--- src/rtl/uart_rx_frame_ctrl.sv ---
// uart_rx_frame_ctrl
//   Drains the UART RX FIFO one byte at a time and parses framed commands of
//   the form SYNC, LEN, LEN payload bytes, XOR checksum (seeded with LEN).
//   Payload bytes are streamed downstream over valid/ready before the
//   checksum is known; a frame_err_p pulse tells the consumer to discard.
//   Optional feature macro: UART_RX_FRAME_TIMEOUT_EN enables the inter-byte
//   timeout (error code 3). Without it a stalled frame waits indefinitely.
module uart_rx_frame_ctrl #(
    parameter logic [7:0] SYNC_BYTE     = 8'hA5,
    parameter int         MAX_LEN       = 16,
    parameter int         TIMEOUT_TICKS = 640
) (
    input  logic        clk210_p,
    input  logic        reset_p,
    input  logic        baud_16_x_p,
    input  logic [7:0]  fifo_rx_dout_p,
    input  logic        fifo_rx_empty_p,
    output logic        fifo_rx_rd_en_p,
    output logic [7:0]  out_data_p,
    output logic        out_valid_p,
    input  logic        out_ready_p,
    output logic        frame_done_p,
    output logic        frame_err_p,
    output logic [1:0]  err_code_p,
    output logic [7:0]  frame_len_p,
    output logic [15:0] frame_count_p,
    output logic        busy_p
);

    typedef enum logic [1:0] {
        ST_HUNT,
        ST_LEN,
        ST_PAYLD,
        ST_CKSUM
    } state_t;

    localparam logic [1:0] ERR_LEN  = 2'd1;
    localparam logic [1:0] ERR_CHK  = 2'd2;
    localparam logic [1:0] ERR_TMO  = 2'd3;

    state_t      state_q, state_d;
    logic        rd_en_q, rd_en_d;          // read strobe presented to the FIFO
    logic        cap_q, cap_d;              // FIFO dout holds a fresh byte this cycle
    logic [7:0]  chk_q, chk_d;
    logic [7:0]  rem_q, rem_d;              // payload bytes still to hand off
    logic [7:0]  out_data_q, out_data_d;
    logic        out_valid_q, out_valid_d;
    logic        frame_done_q, frame_done_d;
    logic        frame_err_q, frame_err_d;
    logic [1:0]  err_code_q, err_code_d;
    logic [7:0]  frame_len_q, frame_len_d;
    logic [15:0] frame_count_q, frame_count_d;
    logic        tmo_hit;

`ifdef UART_RX_FRAME_TIMEOUT_EN
    logic [15:0] tmo_cnt_q, tmo_cnt_d;

    // Inter-byte timeout: counts baud ticks only while genuinely starved of input.
    always_comb begin
        tmo_cnt_d = tmo_cnt_q;
        tmo_hit   = 1'b0;
        if (state_q == ST_HUNT || cap_q) begin
            tmo_cnt_d = '0;
        end else if (baud_16_x_p && fifo_rx_empty_p && !rd_en_q && !out_valid_q) begin
            if (tmo_cnt_q == 16'(TIMEOUT_TICKS - 1)) begin
                tmo_hit   = 1'b1;
                tmo_cnt_d = '0;
            end else begin
                tmo_cnt_d = tmo_cnt_q + 16'd1;
            end
        end
    end

    // Timeout counter register.
    always_ff @(posedge clk210_p) begin
        if (reset_p) begin
            tmo_cnt_q <= '0;
        end else begin
            tmo_cnt_q <= tmo_cnt_d;
        end
    end
`else
    // Tick input and timeout parameter are only meaningful with the timeout built in.
    logic unused_tmo;
    assign unused_tmo = ^{baud_16_x_p, 16'(TIMEOUT_TICKS)};
    assign tmo_hit    = 1'b0;
`endif

    // Fetch sequencing, frame parser and output generation.
    always_comb begin
        // NOTE: every variable gets a default before any branch so no path
        // leaves it unassigned; otherwise synthesis infers a latch.
        state_d       = state_q;
        chk_d         = chk_q;
        rem_d         = rem_q;
        out_data_d    = out_data_q;
        out_valid_d   = out_valid_q;
        frame_done_d  = 1'b0;
        frame_err_d   = 1'b0;
        err_code_d    = err_code_q;
        frame_len_d   = frame_len_q;
        frame_count_d = frame_count_q;
        cap_d         = rd_en_q;

        // One read in flight at a time; a held payload byte blocks fetching
        // unless it is being accepted this cycle.
        rd_en_d = !fifo_rx_empty_p && !rd_en_q && !cap_q &&
                  (!out_valid_q || out_ready_p);

        unique case (state_q)
            ST_HUNT: begin
                if (cap_q && fifo_rx_dout_p == SYNC_BYTE) begin
                    state_d = ST_LEN;
                end
            end
            ST_LEN: begin
                if (cap_q) begin
                    frame_len_d = fifo_rx_dout_p;
                    chk_d       = fifo_rx_dout_p;
                    rem_d       = fifo_rx_dout_p;
                    if (fifo_rx_dout_p == 8'd0 || fifo_rx_dout_p > 8'(MAX_LEN)) begin
                        frame_err_d = 1'b1;
                        err_code_d  = ERR_LEN;
                        state_d     = ST_HUNT;
                    end else begin
                        state_d = ST_PAYLD;
                    end
                end
            end
            ST_PAYLD: begin
                if (out_valid_q && out_ready_p) begin
                    out_valid_d = 1'b0;
                    rem_d       = rem_q - 8'd1;
                    if (rem_q == 8'd1) begin
                        state_d = ST_CKSUM;
                    end
                end
                if (cap_q) begin
                    chk_d       = chk_q ^ fifo_rx_dout_p;
                    out_data_d  = fifo_rx_dout_p;
                    out_valid_d = 1'b1;
                end
            end
            ST_CKSUM: begin
                if (cap_q) begin
                    if (fifo_rx_dout_p == chk_q) begin
                        frame_done_d  = 1'b1;
                        frame_count_d = frame_count_q + 16'd1;
                    end else begin
                        frame_err_d = 1'b1;
                        err_code_d  = ERR_CHK;
                    end
                    state_d = ST_HUNT;
                end
            end
            default: state_d = ST_HUNT;
        endcase

        if (tmo_hit) begin
            frame_err_d = 1'b1;
            err_code_d  = ERR_TMO;
            out_valid_d = 1'b0;
            state_d     = ST_HUNT;
        end
    end

    // State and output registers with synchronous reset.
    always_ff @(posedge clk210_p) begin
        // NOTE: non-blocking assignments here so every flop samples the
        // pre-edge values regardless of statement order.
        if (reset_p) begin
            state_q       <= ST_HUNT;
            rd_en_q       <= 1'b0;
            cap_q         <= 1'b0;
            chk_q         <= '0;
            rem_q         <= '0;
            out_data_q    <= '0;
            out_valid_q   <= 1'b0;
            frame_done_q  <= 1'b0;
            frame_err_q   <= 1'b0;
            err_code_q    <= '0;
            frame_len_q   <= '0;
            frame_count_q <= '0;
        end else begin
            state_q       <= state_d;
            rd_en_q       <= rd_en_d;
            cap_q         <= cap_d;
            chk_q         <= chk_d;
            rem_q         <= rem_d;
            out_data_q    <= out_data_d;
            out_valid_q   <= out_valid_d;
            frame_done_q  <= frame_done_d;
            frame_err_q   <= frame_err_d;
            err_code_q    <= err_code_d;
            frame_len_q   <= frame_len_d;
            frame_count_q <= frame_count_d;
        end
    end

    assign fifo_rx_rd_en_p = rd_en_q;
    assign out_data_p      = out_data_q;
    assign out_valid_p     = out_valid_q;
    assign frame_done_p    = frame_done_q;
    assign frame_err_p     = frame_err_q;
    assign err_code_p      = err_code_q;
    assign frame_len_p     = frame_len_q;
    assign frame_count_p   = frame_count_q;
    assign busy_p          = (state_q != ST_HUNT);

endmodule
--- config.mk ---
export PLATFORM = sky130hd
export DESIGN_NAME = uart_rx_frame_ctrl
export DESIGN_NICKNAME = d
export VERILOG_FILES = /design/src/rtl/uart_rx_frame_ctrl.sv
export SDC_FILE = /design/constraint.sdc
export NUM_CORES = 1
export LEC_CHECK = 0
export CAP_MARGIN = 20
export CORE_UTILIZATION = 52
export DETAILED_ROUTE_END_ITERATION = 12
export GPL_TIMING_DRIVEN = 0
export PLACE_DENSITY = 0.79
export SLEW_MARGIN = 20
export SYNTH_ARGS = -nofsm -noshare
export SYNTH_HDL_FRONTEND = slang
export SYNTH_SLANG_ARGS = --single-unit
--- constraint.sdc ---
create_clock -name clk210_p -period 2.7 [get_ports clk210_p]
set_clock_uncertainty 0.15 [all_clocks]
set_input_delay 0.675 -clock clk210_p [delete_from_list [all_inputs] [get_ports clk210_p]]
set_output_delay 0.675 -clock clk210_p [all_outputs]
set_load 0.005 [all_outputs]
### Cell sizes after repair, run 1

Drawn at 4 px/um.
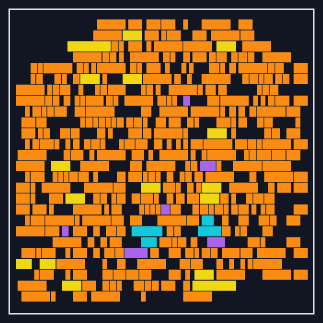
purple -> x2  # cells 6, share 1.5%
cyan -> x3 and x4  # cells 4, share 0.98%
orange -> x1 and smaller  # cells 381, share 94%, most used dfxtp_1
yellow -> x6 and larger  # cells 16, share 3.9%, most used clkbuf_8
Non-CTS buffers: 67
PnR worst setup slack: 0.243 ns
final non-filler cell area: 0.00356 mm2

### The metal 3 layer, run 1

Drawn at 4 px/um.
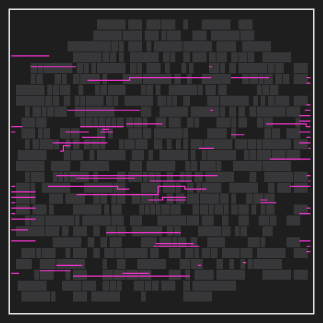
main direction = horizontal
longest straight run = 40.0 um
vias: 2,759
met3 Use GR: 0.0595
drt total wl: 6930 um

==> job_summary.md, run 1 <==
### Yosys + OpenROAD results

| Metric | Value |
|---|---|
| Status | finished clean |
| WHS Endpoint | frame_len_p[0] |
| Initial antenna violation count | 0 |
| Slowest-stage cell, CP | clkdlybuf4s50_1 |
| Floorplan Nets | about 370 |
| Rel. slew slack | 0.449 |
| Clock transition at the registers of the reported paths | about 0.070 ns |
| Hold Path Origin | frame_len_p[0] |
| WS Path Type | reg2out |
| Final Max Tran Viols | 0 |
| Crit path to | busy_p |
| Synth Area per Inst | slightly above 8 um2 |
| Yosys stat chip area | between 0.002 and 0.003 mm2 |
| Die Size | 0.00573 mm2 |
| Layout clock buffer count | 12 |
| Data required, critical path | around 1.9 ns |
| Pre-Place Util | 0.546 |
| CP startpoint | state_q[0] |
| Synth top area share | 0.404 |
| Maximum VDD drop | about 0.00043 V |
| CP arrival | 1.63 ns |
| Tcrit/Tclk final | 0.910 |
| Combinational fraction of the cell area | 0.432 |
| DR pass1 iterations | 4 |
| Final Power | about 1.9 mW |
| Yosys cell types | roughly 49 |
| Leakage | between 1 and 1.5 nW |
| Tap cells | around 70 |
| # hold bufs at CTS | 0 |
| Crit end category | output pin |
| Fin crit period | around 2.5 ns |
| Worst-path maximum fanout | 9 |
| Hpwl dp | 4720 um |
| Most utilized layer in the global route result | met2 |
| Routed wl met2 | between 3000 and 4000 um |
| Drt wl/cell | roughly 15 um |
| Max frequency | ~410 MHz |
| Pint | between 1 and 1.5 mW |
| Post-CTS Setup Bufs | 0 |
| Met1 usage | 0.330 |
| I/O pin cnt | approximately 52 |
| Crit path cell chain | clkbuf_1 > or2_2 > clkdlybuf4s50_1 |
| ANT cells | 0 |
| Number of flip-flops in the largest register | 16 |
| Metal3 WL | 452 um |
| Cell area power density | about 520 mW/mm2 |
| Final hold vios | 0 |
| Psw | a little over 0.4 mW |
| CTS Buf Count | 9 |
| Non-clock buffer share | 0.147 |
| Vias per inst | around 5.8 |
| CP Buf/Inv Count | 2 |
| Chip height | ~76 um |
| Switching Fraction | 0.216 |
| Root buf cell | clkbuf_8 |
| Power Sequential | between 0.8 and 0.9 mW |
| Post-Synth AOI/OAI Area | 0.217 |
| Flip-flops | between 50 and 60 |
| Non-CTS inverters | 9 |
| Seq pwr share | 0.452 |
| Largest family of logic cells by area | simple AND/OR/NAND/NOR gates |
| Ys flop type | dfxtp_1 |
| Top Family by Delay on Critical Path | buffers and inverters |
| P_comb | about 0.081 mW |
| Yosys Instances | 350 |
| Ys async rst share | 0 |
| Comb_multi_in | about 260 |
| Final setup fails | 0 |
| Drc violations | 0 |
| Worst r2r dst | rem_q[4] |
| FF/Latch Area | 0.00114 mm2 |
| Comb pwr share | 0.043 |
| Placed Cells | 461 |
| Clock group power | 0.942 mW |
| Vias in the first global route | ~2,500 |
| Fraction of layout cells with a size suffix above 1 | 0.0639 |
| DRT iter0 DRCs | roughly 160 |
| Worst Tran Pin Value | just over 0.8 ns |
| Most used logic cell in the final layout | dfxtp_1 |
| Post-DP Area | approximately 0.0033 mm2 |
| Fillers | 420 |
| GRT Overall Usage | 0.265 |
| Post-DRT Antenna Nets | 0 |
| Synth Seq Share | 0.404 |
| Setup TNS Final | 0 ns |
| Clk Latency, worst-skew pair | 0.34 ns |
| Synth Register Bits | ~57 |
| Top cells by count, synth | dfxtp_1, nand2_1, a21oi_1, nor2_1, clkbuf_1 |
| Xor/xnor share | 0.0367 |
| Maximum root-to-sink buffer count | 2 |
| Clk pwr share | 0.505 |
| Crit start category | flip-flop |
| Most numerous logic cells after layout | dfxtp_1, nand2_1, a21oi_1 |
| And+or+nand+nor area frac | 0.245 |
| RePlAce Congestion | roughly 0.92 |
| Maxcap violations | 0 |
| Total grt overflow | 0 |
| Dominant kind of cell | logic gates |
| Fin Hold WS | roughly 0.31 ns |
| Dpl ws | -0.0609 ns |
| H-tree depth | 3 |
| CTS tree | done |
| Final Non-Filler Cells | around 480 |
| CTS-repair resized insts | 0 |
| Most frequent cell after synthesis | dfxtp_1 |
| Floorplan row count | 26 |
| CP peak stage delay | roughly 0.49 ns |
| First-pass GRT wire length | ~11,000 um |
| Clock Sinks | roughly 57 |
| Top cells by area | dfxtp_1, a21oi_1, nand2_1 |
| Unrepaired setup endpoints after global routing | false |
| YS warnings | 0 |
| Adder share | 0.0133 |
| Critical path depth | 3 |
| Number of synthesized flops with an enable pin | 0 |
### Cells coloured by class, run 1

Drawn at 6 px/um.
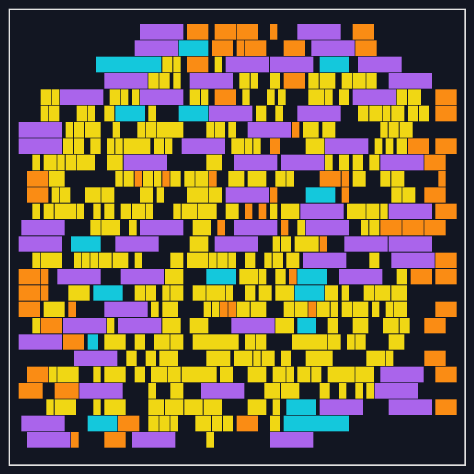
orange -> remaining buffers and delay cells  # cells 67, share of their area 15%
cyan -> clock drivers and dummy loads  # cells 16, share of their area 6.9%
purple -> registers  # cells 57, share of their area 33%
yellow -> remaining logic cells  # cells 267, share of their area 45%
Core Area: 0.00517 mm2
Seq area share: 0.320
final core occ: 0.689

--- run 2 (diff from run 1) ---
--- a/config.mk
+++ b/config.mk
@@ -9,7 +9,7 @@
 export CORE_UTILIZATION = 52
 export DETAILED_ROUTE_END_ITERATION = 12
 export GPL_TIMING_DRIVEN = 0
-export PLACE_DENSITY = 0.79
+export PLACE_DENSITY = 0.82
 export SLEW_MARGIN = 20
 export SYNTH_ARGS = -nofsm -noshare
 export SYNTH_HDL_FRONTEND = slang
==> constraint.sdc (replaced) <==
create_clock -name clk210_p -period 2.8 [get_ports clk210_p]
set_clock_uncertainty 0.15 [all_clocks]
set_input_delay 0.7 -clock clk210_p [delete_from_list [all_inputs] [get_ports clk210_p]]
set_output_delay 0.7 -clock clk210_p [all_outputs]
set_load 0.005 [all_outputs]
### Placement view, run 2

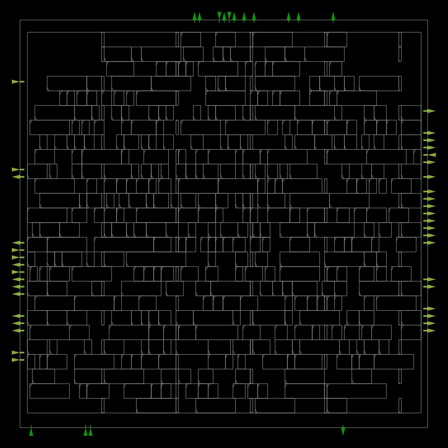
Final Non-Filler Cells: 477
floorplan row count: 26
tap cells: 70
final core occ: 0.690

==> run 2 against run 1 <==
Clock power rose by 0.8%. Utilization rose by 0.073 points. Final cell count did not move. Critical path type unchanged.
==> job_summary.md, run 2 <==
### Yosys + OpenROAD results

| Metric | Value |
|---|---|
| Status | finished clean |
| Dominant kind of cell | logic gates |
| Final nets | between 400 and 500 |
| Crit path to | busy_p |
| Final non-filler cell area | approximately 0.0036 mm2 |
| Fin crit period | about 2.5 ns |
| Worst hold path depth | 2 |
| Seq pwr share | 0.442 |
| Maximum root-to-sink buffer count | 2 |
| Most numerous logic cells after layout | dfxtp_1, nand2_1, a21oi_1 |
| Worst r2r dst | out_data_p[0] |
| CTS-repair resized insts | 0 |
| Clock group power | 0.950 mW |
| Post-DRT Antenna Nets | 0 |
| Leakage | roughly 1.2 nW |
| Top Family by Delay on Critical Path | buffers and inverters |
| Unrepaired setup endpoints after global routing | false |
| Initial antenna violation count | 0 |
| Metal3 WL | between 500 and 600 um |
| Combinational fraction of the cell area | 0.431 |
| Post-CTS Setup Bufs | 0 |
| Hpwl dp | around 4800 um |
| Seq area share | 0.320 |
| P_comb | between 0.07 and 0.08 mW |
| Yosys cell types | between 40 and 50 |
| # hold bufs at CTS | 0 |
| Largest family of logic cells by area | simple AND/OR/NAND/NOR gates |
| Floorplan Nets | 366 |
| Comb pwr share | 0.042 |
| Yosys stat chip area | roughly 0.0028 mm2 |
| Maxcap violations | 0 |
| H-tree depth | 3 |
| Top cells by area | dfxtp_1, a21oi_1, nand2_1 |
| Synthesized instance count | ~350 |
| Clock transition at the registers of the reported paths | 0.07 ns |
| Post-DP Area | roughly 0.0033 mm2 |
| Psw | between 0.3 and 0.4 mW |
| CTS tree | done |
| Logic area | between 0.0015 and 0.002 mm2 |
| Non-clock buffer share | 0.147 |
| Number of flip-flops in the largest register | 16 |
| Non-CTS buffers | 67 |
| Vias per inst | 5.84 |
| Vias in the first global route | around 2,500 |
| Core Area | between 0.005 and 0.006 mm2 |
| ANT cells | 0 |
| Most frequent cell after synthesis | dfxtp_1 |
| PnR worst setup slack | 0.307 ns |
| Crit end category | output pin |
| Final Max Tran Viols | 0 |
| Crit path cell chain | clkbuf_1 > or2_2 > clkdlybuf4s50_1 |
| Power Sequential | roughly 0.8 mW |
| Area leader, netlist | dfxtp_1 |
| Vias | 2,786 |
| Synth Seq Share | 0.404 |
| Final setup fails | 0 |
| Chip height | 75.7 um |
| CTS Buf Count | 9 |
| WS Path Type | reg2out |
| Top cells by count, synth | dfxtp_1, nand2_1, a21oi_1, nor2_1, clkbuf_1 |
| Fin Hold WS | around 0.3 ns |
| Wl on met1 | about 3100 um |
| Flip-flops | approximately 57 |
| Synth Register Bits | about 57 |
| Post-Synth AOI/OAI Area | 0.217 |
| Final hold vios | 0 |
| Final Power | 1.84 mW |
| Maximum VDD drop | 0.000439 V |
| Fillers | 429 |
| Total grt overflow | 0 |
| Met1 usage | 0.335 |
| Synth top area share | 0.404 |
| Yosys Instances | between 300 and 400 |
| Pin count of the biggest net entering global routing | 11 |
| Worst Tran Pin Value | a little under 0.8 ns |
| Fraction of layout cells with a size suffix above 1 | 0.0639 |
| Routed wl met2 | 3160 um |
| Number of synthesized flops with an enable pin | 0 |
| RePlAce Congestion | between 0.9 and 1 |
| Rel. slew slack | 0.473 |
| Tcrit/Tclk final | 0.890 |
| Comb_multi_in | approximately 260 |
| Adder share | 0.0133 |
| Pint | ~1.4 mW |
| Xor/xnor share | 0.0367 |
| DRT iter0 DRCs | ~190 |
| Worst-path maximum fanout | 9 |
| Clk pwr share | 0.516 |
| Dpl ws | -0.0118 ns |
| Critical path depth | 3 |
| CP arrival | 1.64 ns |
| Crit start category | flip-flop |
| Pre-Place Util | 0.546 |
| First-pass GRT wire length | approximately 12,000 um |
| Most used logic cell in the final layout | dfxtp_1 |
| Drc violations | 0 |
| Drt total wl | ~7000 um |
| Slowest-stage cell, CP | clkdlybuf4s50_1 |
| Switching Fraction | 0.214 |
| Clock Sinks | roughly 57 |
| Hold Path Origin | frame_len_p[2] |
| R2r worst-path depth | 6 |
| Synth Area per Inst | 8.08 um2 |
| FF/Latch Area | between 0.001 and 0.0015 mm2 |
| Pwr top | the clock network |
| Layout clock buffer count | 10 |
| DR pass1 iterations | 7 |
| Non-CTS inverters | 9 |
| Die W | about 76 um |
| I/O pin cnt | between 50 and 60 |
| Drt wl/cell | approximately 15 um |
| YS warnings | 0 |
| Clk Latency, worst-skew pair | 0.35 ns |
| Cell area power density | between 500 and 600 mW/mm2 |
| Root buf cell | clkbuf_8 |
| Die Size | 0.00573 mm2 |
| Most utilized layer in the global route result | met2 |
| Ys flop type | dfxtp_1 |
| Max frequency | roughly 400 MHz |
| CP Buf/Inv Count | 2 |
| WHS Endpoint | frame_len_p[2] |
| CP startpoint | state_q[0] |
| CP peak stage delay | roughly 0.52 ns |
| Setup TNS Final | 0 ns |
| Uppermost layer routed | met4 |
| Data required, critical path | 1.95 ns |
| And+or+nand+nor area frac | 0.245 |
| Tally of OpenROAD warnings | 28 |
| Ys async rst share | 0 |
| Area grow syn2layout | 26.2% |
| GRT Overall Usage | 0.271 |
| Placed Cells | 461 |
| Met3 Use GR | 0.0847 |
| ClkCell Share | 0.0680 |
Power and IR drop assume default switching activity.
